## config.mk

```make
export PLATFORM = sky130hd
export DESIGN_NAME = bin2bcd_seq
export DESIGN_NICKNAME = d
export VERILOG_FILES = /design/src/rtl/bin2bcd_seq.sv
export SDC_FILE = /design/constraint.sdc
export NUM_CORES = 1
export LEC_CHECK = 0
export ABC_AREA = 1
export CORE_MARGIN = 5
export CORE_UTILIZATION = 45
export CTS_CLUSTER_SIZE = 25
export DETAILED_ROUTE_END_ITERATION = 8
export PLACE_DENSITY = 0.76
export SYNTH_ARGS = -nofsm -noshare
export SYNTH_HDL_FRONTEND = slang
export SYNTH_SLANG_ARGS = --single-unit
```

## constraint.sdc

```tcl
create_clock -name clk -period 7.2 [get_ports clk]
set_clock_uncertainty 0.05 [all_clocks]
set_input_delay 0.72 -clock clk [delete_from_list [all_inputs] [get_ports clk]]
set_output_delay 0.72 -clock clk [all_outputs]
set_load 0.03 [all_outputs]
```

## src/rtl/bin2bcd_seq.sv

```systemverilog
// bin2bcd_seq: sequential binary-to-packed-BCD converter (shift-add-3,
// one input bit per enabled clock). Sits downstream of the multiply/scale
// stage and feeds the display/readout logic.
//
// Ports:
//   clk     in   rising-edge clock
//   reset   in   asynchronous, active-high; clears all state
//   clk_en  in   global stall; 0 holds every register
//   start   in   conversion request, sampled only in IDLE
//   din     in   WIDTH-bit unsigned value, captured on the accepting edge
//   busy    out  registered; 1 while converting
//   done    out  registered; one-enabled-cycle pulse when bcd updates
//   bcd     out  4*DIGITS packed BCD result, digit 0 (units) in [3:0]
module bin2bcd_seq #(
  parameter int unsigned WIDTH  = 32,
  parameter int unsigned DIGITS = 10
) (
  input  logic                  clk,
  input  logic                  reset,
  input  logic                  clk_en,
  input  logic                  start,
  input  logic [WIDTH-1:0]      din,
  output logic                  busy,
  output logic                  done,
  output logic [4*DIGITS-1:0]   bcd
);

  localparam int unsigned NB = 4 * DIGITS;
  localparam int unsigned CW = (WIDTH > 1) ? $clog2(WIDTH) : 1;

  typedef enum logic {
    IDLE  = 1'b0,
    SHIFT = 1'b1
  } state_t;

  state_t            state_q, state_d;
  logic [WIDTH-1:0]  shreg_q, shreg_d;
  logic [NB-1:0]     work_q,  work_d;
  logic [CW-1:0]     cnt_q,   cnt_d;
  logic              busy_q,  busy_d;
  logic              done_q,  done_d;
  logic [NB-1:0]     bcd_q,   bcd_d;

  logic [NB-1:0]       adj;
  logic [NB+WIDTH-1:0] shifted;

  function automatic logic [3:0] add3(input logic [3:0] d);
    return (d >= 4'd5) ? d + 4'd3 : d;
  endfunction

  // Per-digit adjust on the current work value; digits are independent.
  always_comb begin
    adj = '0;
    for (int unsigned i = 0; i < DIGITS; i++) begin
      adj[4*i +: 4] = add3(work_q[4*i +: 4]);
    end
  end

  // {adj, shreg} << 1 : shreg MSB moves into work bit 0.
  assign shifted = {adj[NB-2:0], shreg_q, 1'b0};

  always_comb begin
    state_d = state_q;
    shreg_d = shreg_q;
    work_d  = work_q;
    cnt_d   = cnt_q;
    busy_d  = busy_q;
    done_d  = 1'b0;
    bcd_d   = bcd_q;
    case (state_q)
      IDLE: begin
        if (start) begin
          shreg_d = din;
          work_d  = '0;
          cnt_d   = '0;
          busy_d  = 1'b1;
          state_d = SHIFT;
        end
      end
      SHIFT: begin
        work_d  = shifted[NB+WIDTH-1:WIDTH];
        shreg_d = shifted[WIDTH-1:0];
        cnt_d   = cnt_q + CW'(1);
        if (cnt_q == CW'(WIDTH - 1)) begin
          bcd_d   = shifted[NB+WIDTH-1:WIDTH];
          done_d  = 1'b1;
          busy_d  = 1'b0;
          state_d = IDLE;
        end
      end
      default: state_d = IDLE;
    endcase
  end

  always_ff @(posedge clk or posedge reset) begin
    if (reset) begin
      state_q <= IDLE;
      shreg_q <= '0;
      work_q  <= '0;
      cnt_q   <= '0;
      busy_q  <= 1'b0;
      done_q  <= 1'b0;
      bcd_q   <= '0;
    end else if (clk_en) begin
      state_q <= state_d;
      shreg_q <= shreg_d;
      work_q  <= work_d;
      cnt_q   <= cnt_d;
      busy_q  <= busy_d;
      done_q  <= done_d;
      bcd_q   <= bcd_d;
    end
  end

  assign busy = busy_q;
  assign done = done_q;
  assign bcd  = bcd_q;

endmodule

```

==> out/results.txt, run 1 <==
Outcome = completed
DRT iter0 DRCs = 453
Diodes inserted = 0
Power Internal = 1.56 mW
Post-Syn Nets = 772
Final setup margin = 4.64 ns
Hold path cells = 2
Fin. max-slew vios = 0
Fin Setup TNS = 0 ns
Ao+oa area frac = 4.67%
Global Route Usage Sum = 18.1%
Placed insts = 940
Crit path capture type = flip-flop
Simple share = 32.8%
CTS tree = yes
Total CTS buffers = 17
Worst Setup Start Kind = input port
Slew @ Worst Pin = 1.11 ns
NumNets Final = 845
CTS max path bufs = 2
CP max FO = 64
Tot Pwr = 2.28 mW
Yosys warning tally = 0
Post-CTS resize count = 0
Std cell rows = 41
HP Start = bcd[20]$_DFFE_PP0P_
Leakage power = 3.69 nW
R2R cell count = 9
Register share after synthesis = 52.4%
Setup crit start = clk_en
Tool warnings = 36
Synthesis area per yosys = 5730 µm²
Fp util = 45.6%
Vias in the first global route = 4,700
Port buffer count = 77
Seq pwr share = 40.1%
Via count = 4,939
Final antenna-violating net count = 0
Synth Area in Adders = 4.80%
DRC = 0
Pre-CTS WS = 4.17 ns
Period minus WS final = 2.56 ns
Htree depth = 4
Pin count of the biggest net entering global routing = 78
CP Class = input port to flip-flop
Worst reg2reg endpoint = bcd[19]$_DFFE_PP0P_
Synth Area in XOR/XNOR = 0%
## run 1: power by group through the flow
stage	clock, mW	sequential (mW)	combinational (mW)
after floorplan	0	0.898	0.400
final	0.845	0.916	0.523
after CTS	0.859	0.915	0.525
after global routing	0.894	0.938	0.605
after global placement	0	0.920	0.504
after detailed placement	0	0.922	0.517
## run 1: worst min-delay path by stage
stage / to
floorplan: work_q[37]$_DFFE_PP0P_
global placement: work_q[37]$_DFFE_PP0P_
detailed placement: work_q[37]$_DFFE_PP0P_
CTS: work_q[37]$_DFFE_PP0P_
global route: bcd[25]$_DFFE_PP0P_
finish: bcd[20]$_DFFE_PP0P_
## run 1: synthesized netlist by cell type (all sizes together) (2+ instances only)
library cell	instances	area (µm²)
nand3	110	551
nand4	21	131
nor2	15	61.3
buf	17	92.6
a21oi	3	15.0
a22o	2	17.5
dfrtp	120	3000
ha	22	275
inv	48	180
clkbuf	9	33.8
o22ai	10	62.6
o21ai	33	165
nand2	303	1140
## run 1: critical path, cell delays in order
cell,delay (ns)
clkdlybuf4s50_1,0.57
nand2_1,0.33
inv_2,0.93
nand2_1,0.14
nand3_1,0.15
## run 1: registers in the layout, summed over array words and instances, names as in the netlist
register and count:
bcd 40, busy 1, cnt_q 5, done 1
shreg_q 32, state_q 1, work_q 40
## run 1: routing by layer
layer / routed length [µm] / global-route usage (%) / up-vias
li1: - / - / 2476
met1: 5990 / 24.6 / 2324
met2: 5900 / 28.9 / 125
met3: 609 / 4.06 / 14
met4: 137 / 5.81 / 0
met5: 0 / 0 / -
## run 1: layout make-up
cell class              instances  area [µm²]  share of cell area [%]
clock inverters                 7        90.1                    1.25
repair buffers                 80         793                    11.0
flip-flops and latches        120        3000                    41.5
inverters                      48         183                    2.53
well taps                     172         215                    2.98
multi-input cells             520        2430                    33.7
clock buffers                  24         512                    7.08
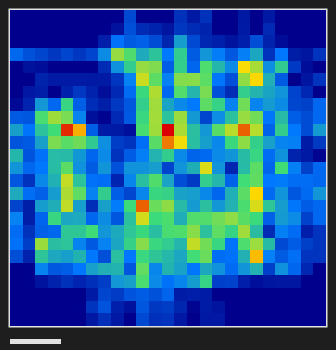
**Above:** run 1 (signal metal coverage by tile).
The bar under the picture is 20 µm long. The die is cut into 25 by 25 equal tiles; dark blue is low, red is high, scaled to the fullest tile. Values are wire area over tile area, all layers added.
tiles over half the peak	14%
emptiest ninth of the die	north-west
mean over tiles	0.13
densest ninth of the die	centre

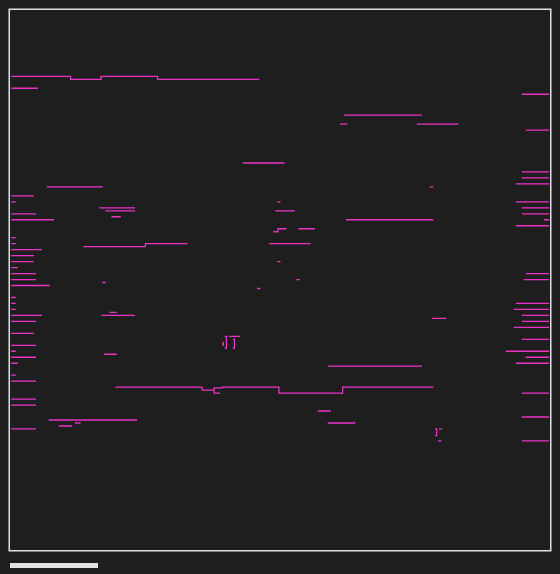
**Above:** run 1 (met3 routing).
The bar under the picture is 20 µm long.
longest straight run	23.0 µm
share of all routed wire	4.8%
main direction	horizontal

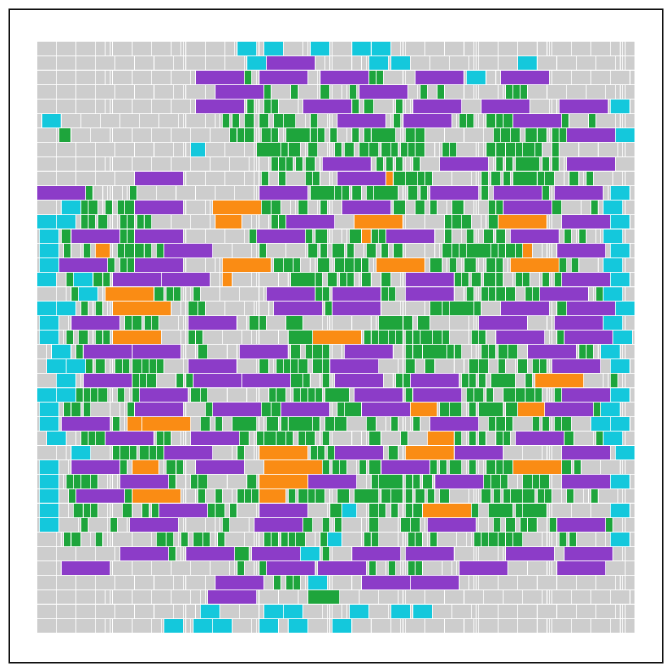
**Above:** run 1 (cell classes on the final placement).
Fill, decap, tap and diode cells in grey.
colour	class	cells	share of their area
purple	flops	120	43%
cyan	other buffers and delay cells	80	11%
orange	clock drivers and dummy loads	31	8.6%
green	combinational and other logic	568	37%

**Run 1: clock nets**

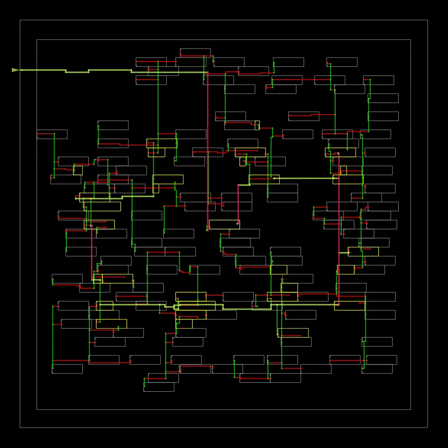

## Run 2: what changed since run 1
==> constraint.sdc (replaced) <==
create_clock -name clk -period 2.6 [get_ports clk]
set_clock_uncertainty 0.05 [all_clocks]
set_input_delay 0.26 -clock clk [delete_from_list [all_inputs] [get_ports clk]]
set_output_delay 0.26 -clock clk [all_outputs]
set_load 0.03 [all_outputs]
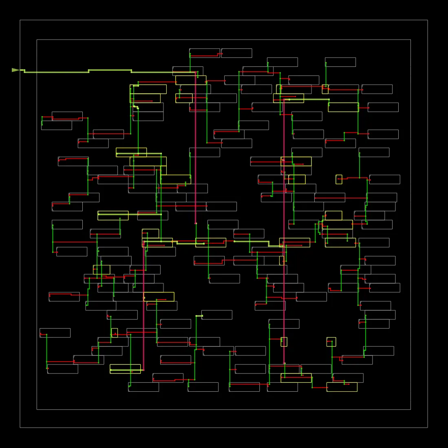
**Above:** run 2 (clock nets).
total CTS buffers: 17
CLK BUF: 24

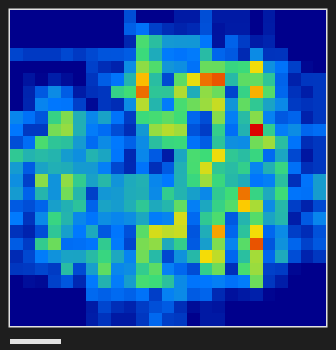
**Above:** run 2 (signal metal coverage by tile).
The bar under the picture is 20 µm long. The die is cut into 25 by 25 equal tiles; dark blue is low, red is high, scaled to the fullest tile. Values are wire area over tile area, all layers added.
Global Route Usage Sum: 18.0%
via count: 4,929
drt wl/cell: 12.7 µm
total wire length: 12.4 mm

==> run 2 against run 1 <==
Sequential share of layout area fell by 0.39 points; largest power group unchanged; via count fell by 0.20%; critical path type is now flip-flop to flip-flop; largest cell class unchanged; combinational power rose to 2.8 times the previous value; register-to-register slack got worse by 4.0 ns; first-iteration DRC count fell by 8.2%; global-route usage fell by 0.16 points; setup slack got worse by 3.9 ns; critical endpoint is now bcd[32]$_DFFE_PP0P_; hold slack got worse by 0.12 ns; critical path depth rose by 4.
==> out/results.txt, run 2 <==
Outcome = completed (unchanged)
Pin count of the biggest net entering global routing = 121 (was 78)
Htree depth = 4 (unchanged)
Met1 Use GR = 23.5% (was 24.6%)
DRC = 0 (unchanged)
Grt met2 use = 28.6% (was 28.9%)
Worst Setup Start Kind = flip-flop (was input port)
Simple share = 32.8% (unchanged)
CP max FO = 27 (was 64)
Vias in the first global route = 4,678 (was 4,700)
Register share after synthesis = 52.4% (unchanged)
Routed length on met1 = 5.75 mm (was 5.99 mm)
Crit path capture type = flip-flop (unchanged)
Final setup margin = 0.716 ns (was 4.64 ns)
DR WL met3 = 598 µm (was 609 µm)
Fin. max-slew vios = 0 (unchanged)
Crit path max-delay family = simple AND/OR/NAND/NOR gates (was buffers and inverters)
Post-synth top area share = 52.4% (unchanged)
Leakage power = 3.73 nW (was 3.69 nW)
CP max stage cell = dfrtp_1 (was inv_2)
Std cell rows = 41 (unchanged)
Yosys top cell by area = dfrtp_1 (unchanged)
Port buffer count = 77 (unchanged)
DRT iter0 DRCs = 416 (was 453)
Max layer used = met4 (unchanged)
Post-CTS resize count = 0 (unchanged)
Yosys warning tally = 0 (unchanged)
Fin Setup TNS = 0 ns (unchanged)
Tool warnings = 38 (was 36)
Period minus WS final = 1.88 ns
GRT busiest layer = met2 (unchanged)
Top cells by area, synth = dfrtp_1 (52%), nand2_1 (20%), nand3_1 (9.6%), ha_1 (4.8%), inv_1 (2.9%) (unchanged)
CTS max path bufs = 2 (unchanged)
Worst Path Buf+Inv = 1 (was 2)
NumNets Final = 850 (was 845)
DR WL met2 = 5.87 mm (was 5.90 mm)
Synth Area in Adders = 4.80% (unchanged)
Met3 Use GR = 4.06% (unchanged)
Tot Pwr = 6.30 mW (was 2.28 mW)
Slowest cell delay on critical path = 0.41 ns (was 0.93 ns)
Synth Area in XOR/XNOR = 0% (unchanged)
Slew @ Worst Pin = 0.638 ns (was 1.11 ns)
Post-Syn Nets = 772 (unchanged)
Most frequent cell after synthesis = nand2_1 (unchanged)
Diodes inserted = 0 (unchanged)
Final antenna-violating net count = 0 (unchanged)
Post-synth top cells = nand2_1 (303), dfrtp_1 (120), nand3_1 (110), inv_1 (45), o21ai_0 (32) (unchanged)
Crit path cell chain = ha_1 -> nand2_1 -> nor2_1 -> ha_1 -> nand2_1 -> nor2_2 -> buf_4 -> nand3_1 -> nand2_1 (was clkdlybuf4s50_1 -> nand2_1 -> inv_2 -> nand2_1 -> nand3_1)
run 2: logic make-up after synthesis:
| group | Yosys count |
|---|---|
| flip-flops | 120 |
| buffers and inverters | 74 |
| AND/OR/NAND/NOR | 449 |
| AND-OR/OR-AND | 49 |
| adder cells (fa/ha/maj) | 22 |
run 2: worst paths after layout:
check,from,endpoint,slack [ns],depth (start not counted)
worst max-delay path,cnt_q[0]$_DFFE_PP0P_,bcd[32]$_DFFE_PP0P_,0.72,9
worst max register to register,cnt_q[0]$_DFFE_PP0P_,bcd[32]$_DFFE_PP0P_,0.72,9
max in group asynchronous,reset,work_q[24]$_DFFE_PP0P_,1.70,3
worst min register to register,bcd[9]$_DFFE_PP0P_,bcd[9]$_DFFE_PP0P_,0.42,2
worst min-delay path,reset,shreg_q[16]$_DFFE_PP0P_,0.30,3
min in group clk,din[0],shreg_q[0]$_DFFE_PP0P_,0.34,3
run 2: where the power goes:
| part | internal [mW] | switching, mW |
|---|---|---|
| sequential | 2.23 | 0.294 |
| combinational | 0.547 | 0.906 |
| clock | 1.53 | 0.791 |
| total | 4.31 | 1.99 |
run 2: layout make-up:
| cell class | count | area [µm²] | share of cell area, % |
|---|---|---|---|
| tap | 172 | 215 | 2.95 |
| clock inverter | 8 | 92.6 | 1.27 |
| timing repair buffer | 85 | 868 | 11.9 |
| inverter | 48 | 184 | 2.52 |
| multi-input combinational | 520 | 2430 | 33.4 |
| clock buffer | 24 | 502 | 6.87 |
| sequential | 120 | 3000 | 41.1 |
run 2: stage by stage:
step	cells	area, µm²	hold WS, ns
finish	977	7300	0.304
global route	977	7300	0.350
CTS	977	7300	0.327
detailed placement	945	6710	0.414
global placement	945	6710	0.409
floorplan	714	5740	0.306
**Run 2: met3 routing**

The bar under the picture is 20 µm long.
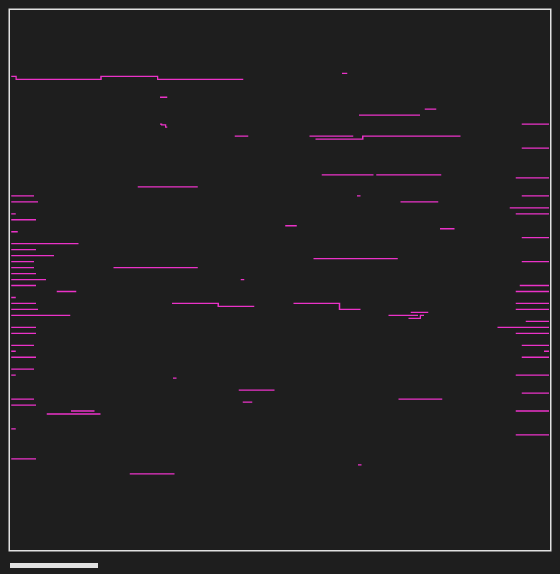

## Run 3: what changed since run 2
==> constraint.sdc (replaced) <==
create_clock -name clk -period 1.8 [get_ports clk]
set_clock_uncertainty 0.05 [all_clocks]
set_input_delay 0.18 -clock clk [delete_from_list [all_inputs] [get_ports clk]]
set_output_delay 0.18 -clock clk [all_outputs]
set_load 0.03 [all_outputs]
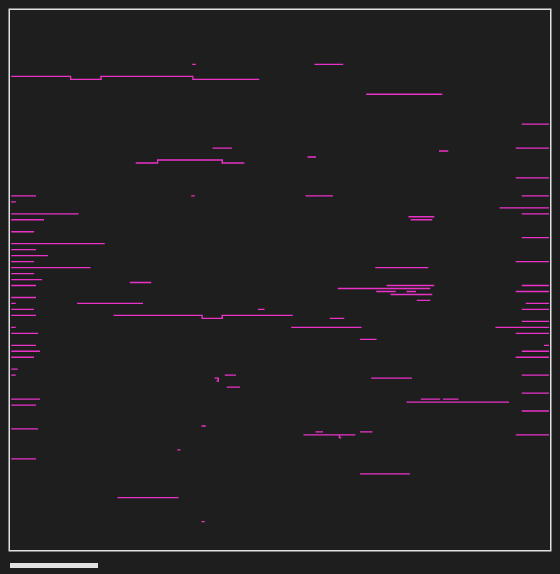
**Above:** run 3 (met3 routing).
The bar under the picture is 20 µm long.
met3 Use GR: 4.56%
via count: 5,026

==> run 3 against run 2 <==
Sequential share of layout area fell by 0.52 points; sequential cell count did not move; count of clock-buffer cells in the layout fell by 3; wire length rose by 3.3%; critical path type is now flip-flop to primary output; combinational power rose by 52%; die size did not move; highest routed layer unchanged; final cell count rose by 0.72%; non-clock buffer count rose by 13; largest cell class unchanged; hold slack got worse by 0.12 ns.
==> out/results.txt, run 3 <==
Outcome = completed (unchanged)
Post-Syn Nets = 772 (unchanged)
R2R cell count = 10 (was 9)
Fin Setup TNS = 0 ns (unchanged)
Worst Path Buf+Inv = 1 (unchanged)
CP Class = flip-flop to primary output (was flip-flop to flip-flop)
Diodes inserted = 0 (unchanged)
Total wire length = 12.8 mm (was 12.4 mm)
Synthesis area per yosys = 5730 µm² (unchanged)
Final std cells w/o fill = 984 (was 977)
Crit path capture type = primary output (was flip-flop)
Pre-CTS WS = 0.0882 ns (was 0.648 ns)
DRC = 0 (unchanged)
Worst Setup Start Kind = flip-flop (unchanged)
Vias in the first global route = 4,769 (was 4,678)
Flop2flop setup slack = 0.17 ns (was 0.72 ns)
Synth Area in Adders = 4.80% (unchanged)
Crit path cell chain = clkdlybuf4s50_1 (was ha_1 -> nand2_1 -> nor2_1 -> ha_1 -> nand2_1 -> nor2_2 -> buf_4 -> nand3_1 -> nand2_1)
Tot Pwr = 8.91 mW (was 6.30 mW)
Top cells by area, synth = dfrtp_1 (52%), nand2_1 (20%), nand3_1 (9.6%), ha_1 (4.8%), inv_1 (2.9%) (unchanged)
Leakage power = 3.78 nW (was 3.73 nW)
Global Route Usage Sum = 18.3% (was 18.0%)
Critical R2R Launch = cnt_q[1]$_DFFE_PP0P_ (was cnt_q[0]$_DFFE_PP0P_)
Slowest cell delay on critical path = 0.69 ns (was 0.41 ns)
Setup crit start = bcd[7]$_DFFE_PP0P_ (was cnt_q[0]$_DFFE_PP0P_)
Post-synth top area share = 52.4% (unchanged)
Std cell rows = 41 (unchanged)
DRT iter0 DRCs = 451 (was 416)
Ao+oa area frac = 4.67% (unchanged)
Critical path destination = bcd[7] (was bcd[32]$_DFFE_PP0P_)
NumNets Final = 863 (was 850)
CTS max path bufs = 2 (unchanged)
Number of cells on the critical path = 1 (was 9)
Post-synth top cells = nand2_1 (303), dfrtp_1 (120), nand3_1 (110), inv_1 (45), o21ai_0 (32) (unchanged)
Port buffer count = 77 (unchanged)
Total CTS buffers = 17 (unchanged)
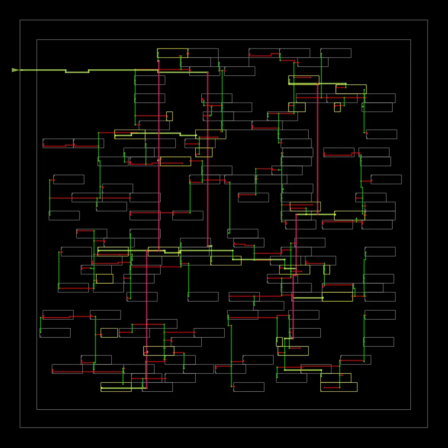
**Above:** run 3 (clock nets).
CTS Sinks: 120
Clock net power: 3.07 mW
CLK BUF: 21
Seq cells: 120

==> run 3: cell types whose count changed in the layout (fill, tap and decap cells not counted), sizes merged <==
cell,previous run,this run
bufinv,2,1
clkinvlp,2,1
buf,8,21
clkinv,5,4
clkbuf,24,21
==> run 3: per-layer routing <==
metal  part of all wire [%]  routed length, µm  GRT usage, %  vias to the layer above
li1                       -                  -             -                     2513
met1                     46               5880          23.4                     2371
met2                     46               5950          29.0                      121
met3                    5.3                678          4.56                       21
met4                    2.3                298          9.17                        0
met5                      0                  0             0                        -
==> run 3: kinds of logic (layout without fill, tap and decap cells) <==
| kind of cell | after synthesis | after routing |
|---|---|---|
| DFF | 120 | 120 |
| AOI/OAI and AO/OA | 49 | 49 |
| buffers and inverters | 74 | 172 |
| and+or+nand+nor | 449 | 449 |
| adders and majority gates | 22 | 22 |
==> run 3: area by class of cell <==
cell class / count / area, µm² / area share (%)
Sequential cell: 120 / 3000 / 40.6
Inverter: 48 / 184 / 2.49
Clock inverter: 5 / 50.0 / 0.677
Multi-Input combinational cell: 520 / 2440 / 33.0
Tap cell: 172 / 215 / 2.91
Timing Repair Buffer: 98 / 1020 / 13.8
Clock buffer: 21 / 480 / 6.50
==> run 3: through the flow <==
stage,hold WS (ns),instance area (µm²)
6_report,0.189,7390
5_1_grt,0.229,7390
4_1_cts,0.189,7370
3_5_place_dp,0.415,6840
3_3_place_gp,0.413,6840
2_1_floorplan,0.226,5740
==> run 3: power by group <==
part,internal [mW],leakage [nW],switching (mW)
Sequential,3.22,1.58,0.421
Combinational,0.853,1.94,1.34
Clock,1.98,0.268,1.09
Total,6.05,3.78,2.86
==> run 3: what timing repair did <==
| item | CTS | global route |
|---|---|---|
| buffers inserted | 0 | 2 |
| endpoints found under the setup margin | 0 | 28 |
| resized | 0 | 2 |
No activity file was given, so power comes from the tool's default toggle rates.
